$ cat src/rtl/dmem_pkg.sv
`default_nettype none
// ============================================================================
// Module      : dmem_pkg
// Description : Shared definitions for the data_mem_hs data memory.
//               - RV32I load/store funct3 size codes
//               - FSM state encoding (2 bits)
//               - wait-state counter width
// Revision    : 1.0 - initial release
// ============================================================================
package dmem_pkg;

    localparam logic [2:0] F3_B  = 3'b000;
    localparam logic [2:0] F3_H  = 3'b001;
    localparam logic [2:0] F3_W  = 3'b010;
    localparam logic [2:0] F3_BU = 3'b100;
    localparam logic [2:0] F3_HU = 3'b101;

    localparam int WAIT_CNT_W = 4;

    typedef enum logic [1:0] {
        ST_IDLE = 2'd0,
        ST_WAIT = 2'd1,
        ST_RESP = 2'd2
    } state_t;

endpackage
`default_nettype wire

$ cat src/rtl/data_mem_hs_if.sv
`default_nettype none
// ============================================================================
// Module      : data_mem_hs_if
// Description : Request/response bus for data_mem_hs.
//               master : req_valid/req_we/req_funct3/req_addr/req_wdata out,
//                        req_ready/resp_valid/resp_rdata/resp_err in
//               slave  : the reverse directions
// Revision    : 1.0 - initial release
// ============================================================================
interface data_mem_hs_if #(
    parameter int ADDR_W = 8
);
    logic              req_valid;
    logic              req_ready;
    logic              req_we;
    logic [2:0]        req_funct3;
    logic [ADDR_W-1:0] req_addr;
    logic [31:0]       req_wdata;
    logic              resp_valid;
    logic [31:0]       resp_rdata;
    logic              resp_err;

    modport master (
        output req_valid, req_we, req_funct3, req_addr, req_wdata,
        input  req_ready, resp_valid, resp_rdata, resp_err
    );

    modport slave (
        input  req_valid, req_we, req_funct3, req_addr, req_wdata,
        output req_ready, resp_valid, resp_rdata, resp_err
    );
endinterface
`default_nettype wire

$ cat src/rtl/dmem_lane_align.sv
`default_nettype none
// ============================================================================
// Module      : dmem_lane_align
// Description : Combinational byte-lane steering for RV32I loads/stores.
//               Ports: i_we, i_funct3, i_addr_lo[1:0], i_wdata, i_rword in;
//                      o_byte_en[3:0], o_wdata (lane-replicated store data),
//                      o_rdata (extended load data), o_misalign, o_illegal out.
//               Macro DMEM_MISALIGN_CHECK_EN: misaligned H/W accesses are
//               flagged; otherwise the low address bits are forced aligned.
// Revision    : 1.0 - initial release
// ============================================================================
module dmem_lane_align
    import dmem_pkg::*;
(
    input  wire logic        i_we,
    input  wire logic [2:0]  i_funct3,
    input  wire logic [1:0]  i_addr_lo,
    input  wire logic [31:0] i_wdata,
    input  wire logic [31:0] i_rword,
    output logic      [3:0]  o_byte_en,
    output logic      [31:0] o_wdata,
    output logic      [31:0] o_rdata,
    output logic             o_misalign,
    output logic             o_illegal
);

    logic        w_is_h;
    logic        w_is_w;
    logic [1:0]  w_lane;
    logic        w_ok;
    logic [7:0]  w_byte;
    logic [15:0] w_half;

    always_comb begin
        w_is_h    = (i_funct3[1:0] == 2'b01);
        w_is_w    = (i_funct3 == F3_W);
        o_illegal = 1'b0;
        o_byte_en = 4'b0000;
        o_wdata   = 32'h0;
        o_rdata   = 32'h0;

        // Unsigned variants exist only for loads.
        case (i_funct3)
            F3_B, F3_H, F3_W: o_illegal = 1'b0;
            F3_BU, F3_HU:     o_illegal = i_we;
            default:          o_illegal = 1'b1;
        endcase

`ifdef DMEM_MISALIGN_CHECK_EN
        w_lane     = i_addr_lo;
        o_misalign = !o_illegal &&
                     ((w_is_h && i_addr_lo[0]) || (w_is_w && (i_addr_lo != 2'b00)));
`else
        if (w_is_w)
            w_lane = 2'b00;
        else if (w_is_h)
            w_lane = {i_addr_lo[1], 1'b0};
        else
            w_lane = i_addr_lo;
        o_misalign = 1'b0;
`endif

        w_ok   = !o_illegal && !o_misalign;
        w_byte = i_rword[{w_lane, 3'b000} +: 8];
        w_half = w_lane[1] ? i_rword[31:16] : i_rword[15:0];

        if (w_is_w) begin
            o_wdata = i_wdata;
        end else if (w_is_h) begin
            o_wdata = {2{i_wdata[15:0]}};
        end else begin
            o_wdata = {4{i_wdata[7:0]}};
        end

        if (w_ok && i_we) begin
            if (w_is_w)
                o_byte_en = 4'b1111;
            else if (w_is_h)
                o_byte_en = w_lane[1] ? 4'b1100 : 4'b0011;
            else
                o_byte_en = 4'b0001 << w_lane;
        end

        if (w_ok && !i_we) begin
            case (i_funct3)
                F3_B:    o_rdata = {{24{w_byte[7]}}, w_byte};
                F3_BU:   o_rdata = {24'h0, w_byte};
                F3_H:    o_rdata = {{16{w_half[15]}}, w_half};
                F3_HU:   o_rdata = {16'h0, w_half};
                F3_W:    o_rdata = i_rword;
                default: o_rdata = 32'h0;
            endcase
        end
    end

endmodule
`default_nettype wire

$ cat src/rtl/data_mem_hs.sv
`default_nettype none
// ============================================================================
// Module      : data_mem_hs
// Description : Byte-addressable RV32I data memory with valid/ready request
//               port and programmable wait states.
//               Ports: clk, rst (sync, active-high), bus (data_mem_hs_if.slave)
//               Parameters: ADDR_W (byte address width, 2**(ADDR_W-2) words),
//                           WAIT_CYCLES (0..15 stall cycles before response)
//               Macro DMEM_MISALIGN_CHECK_EN: report misaligned H/W accesses
//               as errors instead of force-aligning them.
// Revision    : 1.0 - initial release
// ============================================================================
module data_mem_hs
    import dmem_pkg::*;
#(
    parameter int ADDR_W      = 8,
    parameter int WAIT_CYCLES = 0
) (
    input  wire logic    clk,
    input  wire logic    rst,
    data_mem_hs_if.slave bus
);

    localparam int c_DEPTH = 2 ** (ADDR_W - 2);
    localparam logic [WAIT_CNT_W-1:0] c_WAIT_LOAD =
        (WAIT_CYCLES > 0) ? WAIT_CNT_W'(WAIT_CYCLES - 1) : '0;

    state_t                  r_state;
    state_t                  w_next;
    logic [WAIT_CNT_W-1:0]   r_cnt;
    logic                    r_we;
    logic [2:0]              r_funct3;
    logic [ADDR_W-1:0]       r_addr;
    logic [31:0]             r_wdata;
    logic                    r_resp_valid;
    logic [31:0]             r_resp_rdata;
    logic                    r_resp_err;
    logic [31:0]             r_mem [c_DEPTH];

    logic                    w_idle;
    logic                    w_accept;
    logic                    w_enter_resp;
    logic                    w_we;
    logic [2:0]              w_funct3;
    logic [ADDR_W-1:0]       w_addr;
    logic [31:0]             w_wdata;
    logic [ADDR_W-3:0]       w_idx;
    logic [31:0]             w_rword;
    logic [3:0]              w_byte_en;
    logic [31:0]             w_wdata_sh;
    logic [31:0]             w_rdata_ext;
    logic                    w_misalign;
    logic                    w_illegal;

    assign w_idle   = (r_state == ST_IDLE);
    assign w_accept = w_idle && bus.req_valid && !rst;

    // ---------------- FSM ----------------
    always_ff @(posedge clk) begin
        if (rst)
            r_state <= ST_IDLE;
        else
            r_state <= w_next;
    end

    always_comb begin
        w_next = r_state;
        case (r_state)
            ST_IDLE: begin
                if (bus.req_valid)
                    w_next = (WAIT_CYCLES > 0) ? ST_WAIT : ST_RESP;
            end
            ST_WAIT: begin
                if (r_cnt == '0)
                    w_next = ST_RESP;
            end
            ST_RESP: w_next = ST_IDLE;
            default: w_next = ST_IDLE;
        endcase
    end

    // The array is accessed on the edge entering RESP. With no wait states
    // that is the accept edge itself, so the live request is used instead of
    // the (not yet loaded) latched copy.
    assign w_enter_resp = (w_next == ST_RESP);
    assign w_we         = w_idle ? bus.req_we                  : r_we;
    assign w_funct3     = w_idle ? bus.req_funct3              : r_funct3;
    assign w_addr       = w_idle ? bus.req_addr[ADDR_W-1:0]    : r_addr;
    assign w_wdata      = w_idle ? bus.req_wdata               : r_wdata;
    assign w_idx        = w_addr[ADDR_W-1:2];
    assign w_rword      = r_mem[w_idx];

    dmem_lane_align u_align (
        .i_we       (w_we),
        .i_funct3   (w_funct3),
        .i_addr_lo  (w_addr[1:0]),
        .i_wdata    (w_wdata),
        .i_rword    (w_rword),
        .o_byte_en  (w_byte_en),
        .o_wdata    (w_wdata_sh),
        .o_rdata    (w_rdata_ext),
        .o_misalign (w_misalign),
        .o_illegal  (w_illegal)
    );

    // Storage is intentionally not reset.
    always_ff @(posedge clk) begin
        if (!rst && w_enter_resp) begin
            for (int b = 0; b < 4; b++) begin
                if (w_byte_en[b])
                    r_mem[w_idx][8*b +: 8] <= w_wdata_sh[8*b +: 8];
            end
        end
    end

    // ---------------- request latch, wait counter, response ----------------
    always_ff @(posedge clk) begin
        if (rst) begin
            r_cnt        <= '0;
            r_we         <= 1'b0;
            r_funct3     <= 3'b000;
            r_addr       <= '0;
            r_wdata      <= 32'h0;
            r_resp_valid <= 1'b0;
            r_resp_rdata <= 32'h0;
            r_resp_err   <= 1'b0;
        end else begin
            if (w_accept) begin
                r_we     <= bus.req_we;
                r_funct3 <= bus.req_funct3;
                r_addr   <= bus.req_addr[ADDR_W-1:0];
                r_wdata  <= bus.req_wdata;
                r_cnt    <= c_WAIT_LOAD;
            end else if (r_state == ST_WAIT && r_cnt != '0) begin
                r_cnt <= r_cnt - 1'b1;
            end

            if (w_enter_resp) begin
                r_resp_valid <= 1'b1;
                r_resp_rdata <= w_rdata_ext;
                r_resp_err   <= w_illegal | w_misalign;
            end else begin
                r_resp_valid <= 1'b0;
                r_resp_rdata <= 32'h0;
                r_resp_err   <= 1'b0;
            end
        end
    end

    // Outputs are masked by rst so they read zero for the whole reset window,
    // including the portion before the first reset edge.
    assign bus.req_ready  = w_idle && !rst;
    assign bus.resp_valid = r_resp_valid && !rst;
    assign bus.resp_rdata = rst ? 32'h0 : r_resp_rdata;
    assign bus.resp_err   = r_resp_err && !rst;

endmodule
`default_nettype wire

$ cat src/flat_wrapper.sv
// flat-port wrapper written by rule: the top's interface ports become plain ports
module data_mem_hs_flat import dmem_pkg::*;
#(
    parameter int ADDR_W      = 8,
    parameter int WAIT_CYCLES = 0
)
  (clk, rst, bus_req_valid, bus_req_we, bus_req_funct3, bus_req_addr, bus_req_wdata, bus_req_ready, bus_resp_valid, bus_resp_rdata, bus_resp_err);
  data_mem_hs_if #(.ADDR_W(ADDR_W)) bus_i ();
  input  wire logic clk;
  input  wire logic rst;
  input wire logic [$bits(bus_i.req_valid)-1:0] bus_req_valid;
  input wire logic [$bits(bus_i.req_we)-1:0] bus_req_we;
  input wire logic [$bits(bus_i.req_funct3)-1:0] bus_req_funct3;
  input wire logic [$bits(bus_i.req_addr)-1:0] bus_req_addr;
  input wire logic [$bits(bus_i.req_wdata)-1:0] bus_req_wdata;
  output wire logic [$bits(bus_i.req_ready)-1:0] bus_req_ready;
  output wire logic [$bits(bus_i.resp_valid)-1:0] bus_resp_valid;
  output wire logic [$bits(bus_i.resp_rdata)-1:0] bus_resp_rdata;
  output wire logic [$bits(bus_i.resp_err)-1:0] bus_resp_err;
  assign bus_i.req_valid = bus_req_valid;
  assign bus_i.req_we = bus_req_we;
  assign bus_i.req_funct3 = bus_req_funct3;
  assign bus_i.req_addr = bus_req_addr;
  assign bus_i.req_wdata = bus_req_wdata;
  assign bus_req_ready = bus_i.req_ready;
  assign bus_resp_valid = bus_i.resp_valid;
  assign bus_resp_rdata = bus_i.resp_rdata;
  assign bus_resp_err = bus_i.resp_err;
  data_mem_hs #(.ADDR_W(ADDR_W), .WAIT_CYCLES(WAIT_CYCLES)) u_core (.clk(clk), .rst(rst), .bus(bus_i));
endmodule
$ cat config.mk
export PLATFORM = sky130hd
export DESIGN_NAME = data_mem_hs_flat
export DESIGN_NICKNAME = d
export VERILOG_FILES = /design/src/rtl/dmem_pkg.sv /design/src/rtl/data_mem_hs_if.sv /design/src/rtl/dmem_lane_align.sv /design/src/rtl/data_mem_hs.sv /design/src/flat_wrapper.sv
export SDC_FILE = /design/constraint.sdc
export NUM_CORES = 2
export LEC_CHECK = 0
export ABC_AREA = 1
export CORE_ASPECT_RATIO = 2
export CORE_MARGIN = 4
export CORE_UTILIZATION = 34
export CTS_CLUSTER_SIZE = 24
export DETAILED_ROUTE_END_ITERATION = 8
export GPL_TIMING_DRIVEN = 0
export MAX_ROUTING_LAYER = met4
export REMOVE_ABC_BUFFERS = 1
export SETUP_SLACK_MARGIN = 0.3
export SLEW_MARGIN = 10
export SYNTH_ARGS = -nofsm -noshare
export SYNTH_HDL_FRONTEND = slang
export SYNTH_SLANG_ARGS = --single-unit
export TNS_END_PERCENT = 1
$ cat constraint.sdc
create_clock -name clk -period 18.6 [get_ports clk]
set_input_delay 5.58 -clock clk [delete_from_list [all_inputs] [get_ports clk]]
set_output_delay 5.58 -clock clk [all_outputs]
set_load 0.02 [all_outputs]
### Where the registers sit

Other sequential cells in the stronger gray, the rest of the logic in the fainter gray.
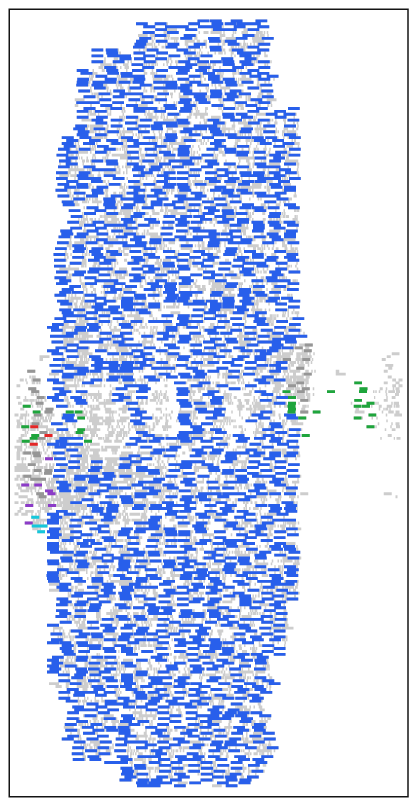
| signal | color | sequential cells |
|---|---|---|
| u_core.r_funct3 | red | 3 |
| u_core.r_resp_rdata | green | 32 |
| u_core.r_addr | purple | 8 |
| u_core.r_cnt | cyan | 4 |
| u_core.r_mem | blue | 2048 |
Sequential Area: 0.0632 sq mm
sequential power: 5.40 mW
Final Core Density: 39.0%
Seq area share: 62.2%

==> impl_metrics.toml <==
# flow metrics
[grt]
grt-busiest-layer = "met2"

[route]
highest_layer = "met4"
wl_met2_microns = 137000
wl_met1_microns = 96600

[power]
p_seq_share_pct = 51.5
combPwrFrac_pct = 11.7
power.total_mw = 10.5

[sta]
period_used_pct = 67.3
setup_viol = 0

[critical_path]
crit_path_end = "bus_resp_rdata[26]"
path_cells = "buf_2 -> buf_12 -> nor2_1 -> clkdlybuf4s50_1"
worstReg2RegEnd = "u_core.r_mem[51][29]"
end_kind = "primary output"
critPathLaunch = "rst"
criticalPathCategory = "in -> out"
crit_arrival_ps = 6940
cp_slowest_cell = "clkdlybuf4s50_1"

[finish]
layout.nets = 8399
flops = 2132

[floorplanning]
die_w_microns = 370

[run_status]
outcome = "complete, no violations"

[cts]
clock_tree.buffer_depth = 4
numCtsBuffers = 190

[synth]
synthArstFlopShare_pct = 0
### Metal 2

Cells faint in the background.
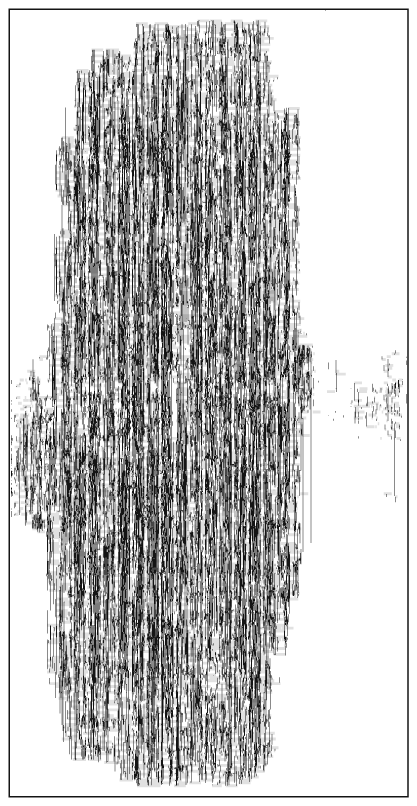
longest straight run: 219 microns
share of all routed wire: 49%
final WL: 280000 microns
vias: 60400

==> through the flow <==
stage / setup slack, ps / cell area (sq um) / hold slack [ps]
after CTS: 6040 / 102000 / 479
final: 6080 / 102000 / 475
after detailed placement: 6050 / 95700 / 466
after global routing: 6000 / 102000 / 499
after global placement: -15080 / 92100 / 457
after floorplan: -652 / 86900 / 446
==> Yosys cell counts (9+ instances only) <==
| master | count | area [sq um] |
|---|---|---|
| a21oi_1 | 81 | 405 |
| buf_1 | 42 | 158 |
| buf_2 | 194 | 971 |
| buf_4 | 57 | 428 |
| buf_6 | 14 | 158 |
| clkbuf_1 | 149 | 559 |
| dfxtp_1 | 84 | 1680 |
| edfxtp_1 | 2048 | 61500 |
| inv_1 | 471 | 1770 |
| inv_2 | 9 | 33.8 |
| nand2_1 | 1933 | 7260 |
| nand2_2 | 13 | 81.3 |
| nand3_1 | 218 | 1090 |
| nand4_1 | 14 | 87.6 |
| nor2_1 | 2066 | 7750 |
| o211ai_1 | 31 | 233 |
| o21ai_0 | 730 | 3650 |
| o21ai_1 | 168 | 841 |
==> cell usage in the layout, fill, tap and decap left out, types with 6 or more instances in the layout <==
cell type / n
nand4_1: 14
inv_2: 16
nor2_2: 8
nor3_4: 7
clkbuf_1: 37
edfxtp_1: 2048
clkinvlp_4: 6
o221ai_4: 8
o211ai_1: 31
o21ai_0: 704
buf_4: 13
nor2_1: 2064
nand2_4: 11
o22ai_1: 8
nand3_1: 218
or2_2: 8
inv_1: 461
a21oi_1: 81
buf_8: 17
o21ai_4: 19
o21ai_1: 174
buf_16: 57
clkinv_1: 45
nand2_1: 1929
dfxtp_1: 84
buf_12: 61
bufinv_16: 14
clkdlybuf4s50_1: 80
clkbuf_16: 193
o21ai_2: 6
clkinv_2: 30
Power and IR drop assume default switching activity.
